## config.mk

```make
export PLATFORM = sky130hd
export DESIGN_NAME = lcd_timing_gen
export DESIGN_NICKNAME = d
export VERILOG_FILES = /design/src/rtl/lcd_timing_pkg.sv /design/src/rtl/lcd_delay_line.sv /design/src/rtl/lcd_timing_gen.sv
export SDC_FILE = /design/constraint.sdc
export NUM_CORES = 1
export LEC_CHECK = 0
export CORE_ASPECT_RATIO = 2
export CORE_UTILIZATION = 50
export DETAILED_ROUTE_END_ITERATION = 8
export PLACE_DENSITY = 0.89
export SETUP_SLACK_MARGIN = 0.4
export SYNTH_ARGS = -nofsm -noshare
export SYNTH_HDL_FRONTEND = slang
export SYNTH_SLANG_ARGS = --single-unit
```

## constraint.sdc

```tcl
create_clock -name i_clk -period 4.4 [get_ports i_clk]
set_input_delay 1.1 -clock i_clk [delete_from_list [all_inputs] [get_ports i_clk]]
set_output_delay 1.1 -clock i_clk [all_outputs]
set_load 0.005 [all_outputs]
```

## src/rtl/lcd_timing_pkg.sv

```systemverilog
// Shared timing constants, RGB565 field layout and FSM states for the LCD raster generator.
package lcd_timing_pkg;

  // Default 800x480 panel timing, in pixel clocks and lines.
  localparam int unsigned LCD_H_ACTIVE = 800;
  localparam int unsigned LCD_H_FP     = 210;
  localparam int unsigned LCD_H_SYNC   = 20;
  localparam int unsigned LCD_H_BP     = 26;
  localparam int unsigned LCD_H_TOTAL  = LCD_H_ACTIVE + LCD_H_FP + LCD_H_SYNC + LCD_H_BP;

  localparam int unsigned LCD_V_ACTIVE = 480;
  localparam int unsigned LCD_V_FP     = 22;
  localparam int unsigned LCD_V_SYNC   = 10;
  localparam int unsigned LCD_V_BP     = 13;
  localparam int unsigned LCD_V_TOTAL  = LCD_V_ACTIVE + LCD_V_FP + LCD_V_SYNC + LCD_V_BP;

  localparam int unsigned CNT_W   = 11;
  localparam int unsigned COORD_W = 10;
  localparam int unsigned PIX_W   = 16;

  // RGB565 field positions within the returned pixel.
  localparam int unsigned R_MSB = 15;
  localparam int unsigned R_LSB = 11;
  localparam int unsigned G_MSB = 10;
  localparam int unsigned G_LSB = 5;
  localparam int unsigned B_MSB = 4;
  localparam int unsigned B_LSB = 0;

  // Bit layout of the control flags carried through the delay line.
  localparam int unsigned FLAG_W   = 4;
  localparam int unsigned FLAG_DEN = 3;
  localparam int unsigned FLAG_HS  = 2;
  localparam int unsigned FLAG_VS  = 1;
  localparam int unsigned FLAG_FS  = 0;

  typedef enum logic [0:0] {
    IDLE = 1'b0,
    RUN  = 1'b1
  } lcd_state_e;

  // Inclusive range test used for the sync windows.
  function automatic logic in_range(input logic [CNT_W-1:0] cnt,
                                    input logic [CNT_W-1:0] lo,
                                    input logic [CNT_W-1:0] hi);
    return (cnt >= lo) && (cnt <= hi);
  endfunction

endpackage

```

## src/rtl/lcd_delay_line.sv

```systemverilog
// Fixed-depth shift register with async active-low clear; depth 0 is a plain wire.
module lcd_delay_line #(
  parameter int unsigned WIDTH = 4,
  parameter int unsigned DEPTH = 2
) (
  input  logic             i_clk,
  input  logic             i_rst_n,
  input  logic [WIDTH-1:0] i_d,
  output logic [WIDTH-1:0] o_q
);

  generate
    if (DEPTH == 0) begin : g_bypass
      logic w_unused;
      assign w_unused = i_clk ^ i_rst_n;
      assign o_q      = i_d;
    end else begin : g_pipe
      logic [WIDTH-1:0] r_stage [DEPTH];

      // Shift the vector one stage per clock; clear every stage on reset.
      always_ff @(posedge i_clk or negedge i_rst_n) begin
        if (!i_rst_n) begin
          for (int i = 0; i < DEPTH; i++) r_stage[i] <= '0;
        end else begin
          r_stage[0] <= i_d;
          for (int i = 1; i < DEPTH; i++) r_stage[i] <= r_stage[i-1];
        end
      end

      assign o_q = r_stage[DEPTH-1];
    end
  endgenerate

endmodule

```

## src/rtl/lcd_timing_gen.sv

```systemverilog
// Raster timing generator: counters, run FSM, pixel request stage and aligned panel outputs.
module lcd_timing_gen
  import lcd_timing_pkg::*;
#(
  parameter int unsigned H_ACTIVE = LCD_H_ACTIVE,
  parameter int unsigned H_FP     = LCD_H_FP,
  parameter int unsigned H_SYNC   = LCD_H_SYNC,
  parameter int unsigned H_BP     = LCD_H_BP,
  parameter int unsigned V_ACTIVE = LCD_V_ACTIVE,
  parameter int unsigned V_FP     = LCD_V_FP,
  parameter int unsigned V_SYNC   = LCD_V_SYNC,
  parameter int unsigned V_BP     = LCD_V_BP,
  parameter int unsigned PIPE_LAT = 2
) (
  input  logic               i_clk,
  input  logic               i_rst_n,
  input  logic               i_en,
  output logic               o_req,
  output logic [COORD_W-1:0] o_req_x,
  output logic [COORD_W-1:0] o_req_y,
  input  logic [PIX_W-1:0]   i_pix,
  output logic               o_lcd_den,
  output logic               o_lcd_hsync_n,
  output logic               o_lcd_vsync_n,
  output logic [4:0]         o_lcd_r,
  output logic [5:0]         o_lcd_g,
  output logic [4:0]         o_lcd_b,
  output logic               o_frame_start
);

  localparam int unsigned H_TOTAL = H_ACTIVE + H_FP + H_SYNC + H_BP;
  localparam int unsigned V_TOTAL = V_ACTIVE + V_FP + V_SYNC + V_BP;

  localparam logic [CNT_W-1:0] H_ACT    = CNT_W'(H_ACTIVE);
  localparam logic [CNT_W-1:0] H_LAST   = CNT_W'(H_TOTAL - 1);
  localparam logic [CNT_W-1:0] HS_FIRST = CNT_W'(H_ACTIVE + H_FP);
  localparam logic [CNT_W-1:0] HS_LAST  = CNT_W'(H_ACTIVE + H_FP + H_SYNC - 1);
  localparam logic [CNT_W-1:0] V_ACT    = CNT_W'(V_ACTIVE);
  localparam logic [CNT_W-1:0] V_LAST   = CNT_W'(V_TOTAL - 1);
  localparam logic [CNT_W-1:0] VS_FIRST = CNT_W'(V_ACTIVE + V_FP);
  localparam logic [CNT_W-1:0] VS_LAST  = CNT_W'(V_ACTIVE + V_FP + V_SYNC - 1);

  lcd_state_e         r_state;
  lcd_state_e         w_state_next;
  logic               w_run;
  logic [CNT_W-1:0]   r_h_cnt;
  logic [CNT_W-1:0]   r_v_cnt;
  logic               w_h_wrap;
  logic               w_v_wrap;
  logic               w_req_d;
  logic               w_hs_d;
  logic               w_vs_d;
  logic               w_fs_d;
  logic               r_req;
  logic [COORD_W-1:0] r_req_x;
  logic [COORD_W-1:0] r_req_y;
  logic [FLAG_W-1:0]  r_flags;
  logic [FLAG_W-1:0]  w_flags_dly;
  logic               r_den;
  logic               r_hsync_n;
  logic               r_vsync_n;
  logic               r_fs;
  logic [PIX_W-1:0]   r_rgb;

  assign w_h_wrap = (r_h_cnt == H_LAST);
  assign w_v_wrap = (r_v_cnt == V_LAST);

  // Next state and run qualifier. The IDLE->RUN cycle already counts as running so the
  // first request is registered on the same edge that samples i_en.
  always_comb begin
    w_state_next = r_state;
    w_run        = 1'b0;
    unique case (r_state)
      IDLE: begin
        if (i_en) begin
          w_state_next = RUN;
          w_run        = 1'b1;
        end
      end
      RUN: begin
        w_run = 1'b1;
        // i_en only matters on the last pixel of a frame, so frames always complete.
        if (w_h_wrap && w_v_wrap && !i_en) w_state_next = IDLE;
      end
    endcase
  end

  // FSM state register.
  always_ff @(posedge i_clk or negedge i_rst_n) begin
    if (!i_rst_n) r_state <= IDLE;
    else          r_state <= w_state_next;
  end

  // Raster counters: advance while running, otherwise parked at the origin.
  always_ff @(posedge i_clk or negedge i_rst_n) begin
    if (!i_rst_n) begin
      r_h_cnt <= '0;
      r_v_cnt <= '0;
    end else if (w_run) begin
      if (w_h_wrap) begin
        r_h_cnt <= '0;
        r_v_cnt <= w_v_wrap ? '0 : r_v_cnt + 1'b1;
      end else begin
        r_h_cnt <= r_h_cnt + 1'b1;
      end
    end else begin
      r_h_cnt <= '0;
      r_v_cnt <= '0;
    end
  end

  // Per-position decode feeding the request register.
  always_comb begin
    w_req_d = w_run && (r_h_cnt < H_ACT) && (r_v_cnt < V_ACT);
    w_hs_d  = w_run && in_range(r_h_cnt, HS_FIRST, HS_LAST);
    w_vs_d  = w_run && in_range(r_v_cnt, VS_FIRST, VS_LAST);
    w_fs_d  = w_run && (r_h_cnt == '0) && (r_v_cnt == '0);
  end

  // Request stage; coordinates hold their last value outside the active area.
  always_ff @(posedge i_clk or negedge i_rst_n) begin
    if (!i_rst_n) begin
      r_req   <= 1'b0;
      r_req_x <= '0;
      r_req_y <= '0;
      r_flags <= '0;
    end else begin
      r_req   <= w_req_d;
      r_flags <= {w_req_d, w_hs_d, w_vs_d, w_fs_d};
      if (w_req_d) begin
        r_req_x <= r_h_cnt[COORD_W-1:0];
        r_req_y <= r_v_cnt[COORD_W-1:0];
      end
    end
  end

  lcd_delay_line #(
    .WIDTH(FLAG_W),
    .DEPTH(PIPE_LAT)
  ) u_delay (
    .i_clk  (i_clk),
    .i_rst_n(i_rst_n),
    .i_d    (r_flags),
    .o_q    (w_flags_dly)
  );

  // Output stage: capture returned pixel together with its delayed control flags.
  always_ff @(posedge i_clk or negedge i_rst_n) begin
    if (!i_rst_n) begin
      r_den     <= 1'b0;
      r_hsync_n <= 1'b1;
      r_vsync_n <= 1'b1;
      r_fs      <= 1'b0;
      r_rgb     <= '0;
    end else begin
      r_den     <= w_flags_dly[FLAG_DEN];
      r_hsync_n <= ~w_flags_dly[FLAG_HS];
      r_vsync_n <= ~w_flags_dly[FLAG_VS];
      r_fs      <= w_flags_dly[FLAG_FS];
      r_rgb     <= w_flags_dly[FLAG_DEN] ? i_pix : '0;
    end
  end

  assign o_req         = r_req;
  assign o_req_x       = r_req_x;
  assign o_req_y       = r_req_y;
  assign o_lcd_den     = r_den;
  assign o_lcd_hsync_n = r_hsync_n;
  assign o_lcd_vsync_n = r_vsync_n;
  assign o_frame_start = r_fs;
  assign o_lcd_r       = r_rgb[R_MSB:R_LSB];
  assign o_lcd_g       = r_rgb[G_MSB:G_LSB];
  assign o_lcd_b       = r_rgb[B_MSB:B_LSB];

endmodule

```

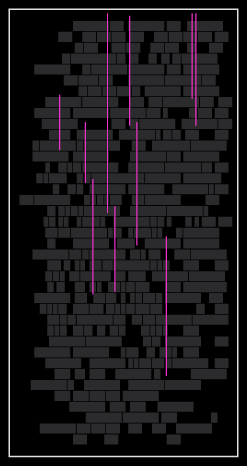
Fig. 1. M4 wires.
(4 px per um) Cells faint in the background.
The wires run mostly vertical. The layer holds 4.5% of the routed length.
final WL: 5.94 mm
via count: 2069

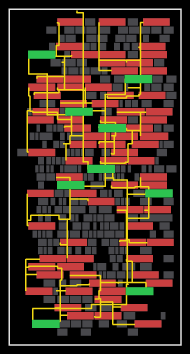
Fig. 2. Routed clock nets over the placement.
(3 px per um)
Green is cells driving clock nets, count 9. Yellow is clock wires, length 840 um. Red is flip-flops, count 75.
There are 10 routed clock nets.
clk pwr: 0.713 mW
worst-skew pair later-pin latency: 0.33 ns
worst clock skew: 0.00232 ns
Clock power frac: 39.9%

==> results.py <==
# Auto-generated metrics
metrics = {
    "status": {
        "status": "finished, violations left",
        "violations": "design-rule violations",
    },
    "cts": {
        "htree_levels": 3,
        "cts_sinks": 75,
        "tritoncts": "done",
        "clkTransAtPathRegs_ns": 0.05,
        "cts_buffer_depth": 2,
        "postCtsSetupBuffers": 0,
        "cts_buffers": 9,
        "cts_hold_buffers": 0,
        "cts_resized": 0,
    },
    "worst_setup_path": {
        "slowest_stage": "clkdlybuf4s50_1",
        "required_ns": 4.61,
        "cp.arrival_ns": 3.06,
        "worst-path-max-fanout": 15,
        "endpoint_kind": "register",
        "cpPeakStageDelay_ns": 0.52,
        "start_kind": "input port",
        "crit_type": "input port to register",
        "worstReg2RegStart": "r_v_cnt[0]",
        "rr_worst_depth": 7,
    },
    "synth": {
        "ys_ff": 75,
        "syn-instance-count": 245,
        "ys_seq_share_pct": 62.8,
        "fp_nets": 269,
        "synth.area.top_cells": "dfrtp_1, mux2_2, and2_1, nor2_1, o21ai_0",
        "yosysUniqueCellTypes": 43,
        "ff_type": "dfrtp_1",
        "yosysChipArea_um2": 2990,
    },
    "power_and_ir_drop": {
        "ir_worst_vdd_uv": 307,
        "fin_total_pwr_mw": 1.79,
        "leakage_nw": 1.74,
        "powerDensity_nw_per_um2": 457,
    },
    "grt": {
        "grt_max_degree": 40,
        "grt-ovfl-total": 0,
        "track_usage_pct": 21.0,
        "antenna_found_initial": 0,
        "grt_pass1_vias": 2054,
    },
    "final_timing": {
        "rsz0062_at_grt": "no",
        "fin_setup_tns_ns": 0,
        "max_slew.worst_pin.slew_ns": 0.817,
        "setup_viol": 0,
        "slew_viol_final": 0,
        "fin_crit_sh_pct": 64.7,
        "hold_viol": 0,
        "maxSlewHeadroom_pct": 45.5,
        "period_needed_ns": 2.85,
    },
    "routing": {
        "drc": 4,
        "drt-pass1-iter-count": 6,
        "ant_nets": 0,
        "dr.first_iter.drc_count": 87,
    },
    "finish": {
        "final_core_util_pct": 68.0,
        "nets": 332,
        "n_antenna_cell": 0,
        "drive_above_1_share_pct": 13.4,
        "syn_to_final_growth_pct": 30.8,
    },
    "placement": {
        "port_buffers": 59,
        "hpwl_mm": 4.24,
    },
    "min_path": {
        "holdPathEnd": "u_delay.o_q[3]",
        "whs_path_depth": 0,
    },
    "flow_run": {
        "drv_cap": 0,
        "warnings": 29,
    },
    "die": {
        "fp.dieW_um": 56.7,
        "row_count": 39,
    },
}
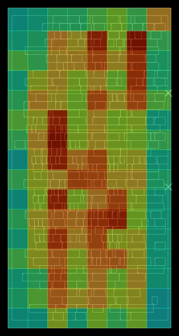
Fig. 3. Track usage over the die.
GR Util met2: 36.0%
wire per inst: 15.9 um

[cell type report]
cell class,instances,area (um^2),area share (%)
flip-flops and latches,75,1880,48.0
clock buffers,11,243,6.20
well taps,61,76.3,1.95
clock inverters,5,52.6,1.34
inverters,9,33.8,0.863
multi-input cells,152,1030,26.3
repair buffers,61,601,15.3
[layer usage]
metal | vias up | global-route usage (%) | wire length (um)
li1 | 966 | - | -
met1 | 1026 | 22.5 | 2140
met2 | 53 | 36.0 | 3320
met3 | 24 | 4.88 | 200
met4 | 0 | 13.8 | 269
met5 | - | 0 | 0
[cell usage in the layout (no fill, tap or decap), drive strengths merged, types with 2 or more instances in the layout]
cell / count
and2: 19
nor3: 4
dfstp: 2
nor2: 22
and3: 4
clkdlybuf4s50: 58
inv: 9
dfrtp: 73
clkinv: 3
ha: 5
clkbuf: 11
xnor2: 5
nand4: 5
or4: 2
nand3b: 2
a31oi: 3
nand3: 8
buf: 3
xor2: 4
a21o: 2
a21oi: 5
o21ai: 13
mux2: 15
and4: 3
nand2: 13
nand4b: 2
o211ai: 3
[per-stage QoR]
step,cell area [um^2],setup WS [ns],hold slack (ns),std cells
global route,3920,1.46,0.353,374
detailed placement,3620,1.20,0.335,358
global placement,3620,1.32,0.332,358
CTS,3920,1.55,0.348,374
floorplan,2990,2.07,0.331,245
finish,3920,1.55,0.346,374
[registers in the layout (all words and copies together), names as in the netlist]
name and flops:
r_rgb 16, r_h_cnt 11, r_v_cnt 11, o_req_x 10, o_req_y 10, r_flags 4
u_delay.g_pipe.r_stage 4, u_delay.o_q 4, o_frame_start 1, o_lcd_den 1, o_lcd_hsync_n 1, o_lcd_vsync_n 1
r_state 1
[how the worst max path moves through the flow]
| stage | from | depth (start not counted) | end |
|---|---|---|---|
| after floorplan | i_en | 6 | r_v_cnt[10] |
| final | i_en | 6 | o_req_x[2] |
| after CTS | i_en | 6 | o_req_x[2] |
| after global placement | i_en | 6 | o_req_x[6] |
| after detailed placement | i_en | 6 | o_req_x[2] |
| after global routing | i_en | 6 | o_req_x[2] |
[where the power goes]
part / total, mW / switching, mW / leakage (nW) / internal [mW]
clock network: 0.713 / 0.262 / 0.145 / 0.451
logic: 0.242 / 0.0946 / 0.642 / 0.148
registers: 0.834 / 0.0705 / 0.949 / 0.764
[kinds of logic after synthesis]
family                     Yosys count  share of synthesized area, %
AOI/OAI and AO/OA                   31                          6.81
and+or+nand+nor                     91                          16.8
buffers and inverters               18                          2.84
muxes                               16                          6.10
xor gates and xnor gates             9                          2.63
DFF                                 75                          62.8
adders and majority gates            5                          2.09
[worst max-delay path: cells and delay by family]
family | cells | cell delay [ns]
AND/OR/NAND/NOR | 3 | 0.78
multiplexers | 1 | 0.29
buffers and inverters | 2 | 0.88
No activity file was given, so power comes from the tool's default toggle rates.
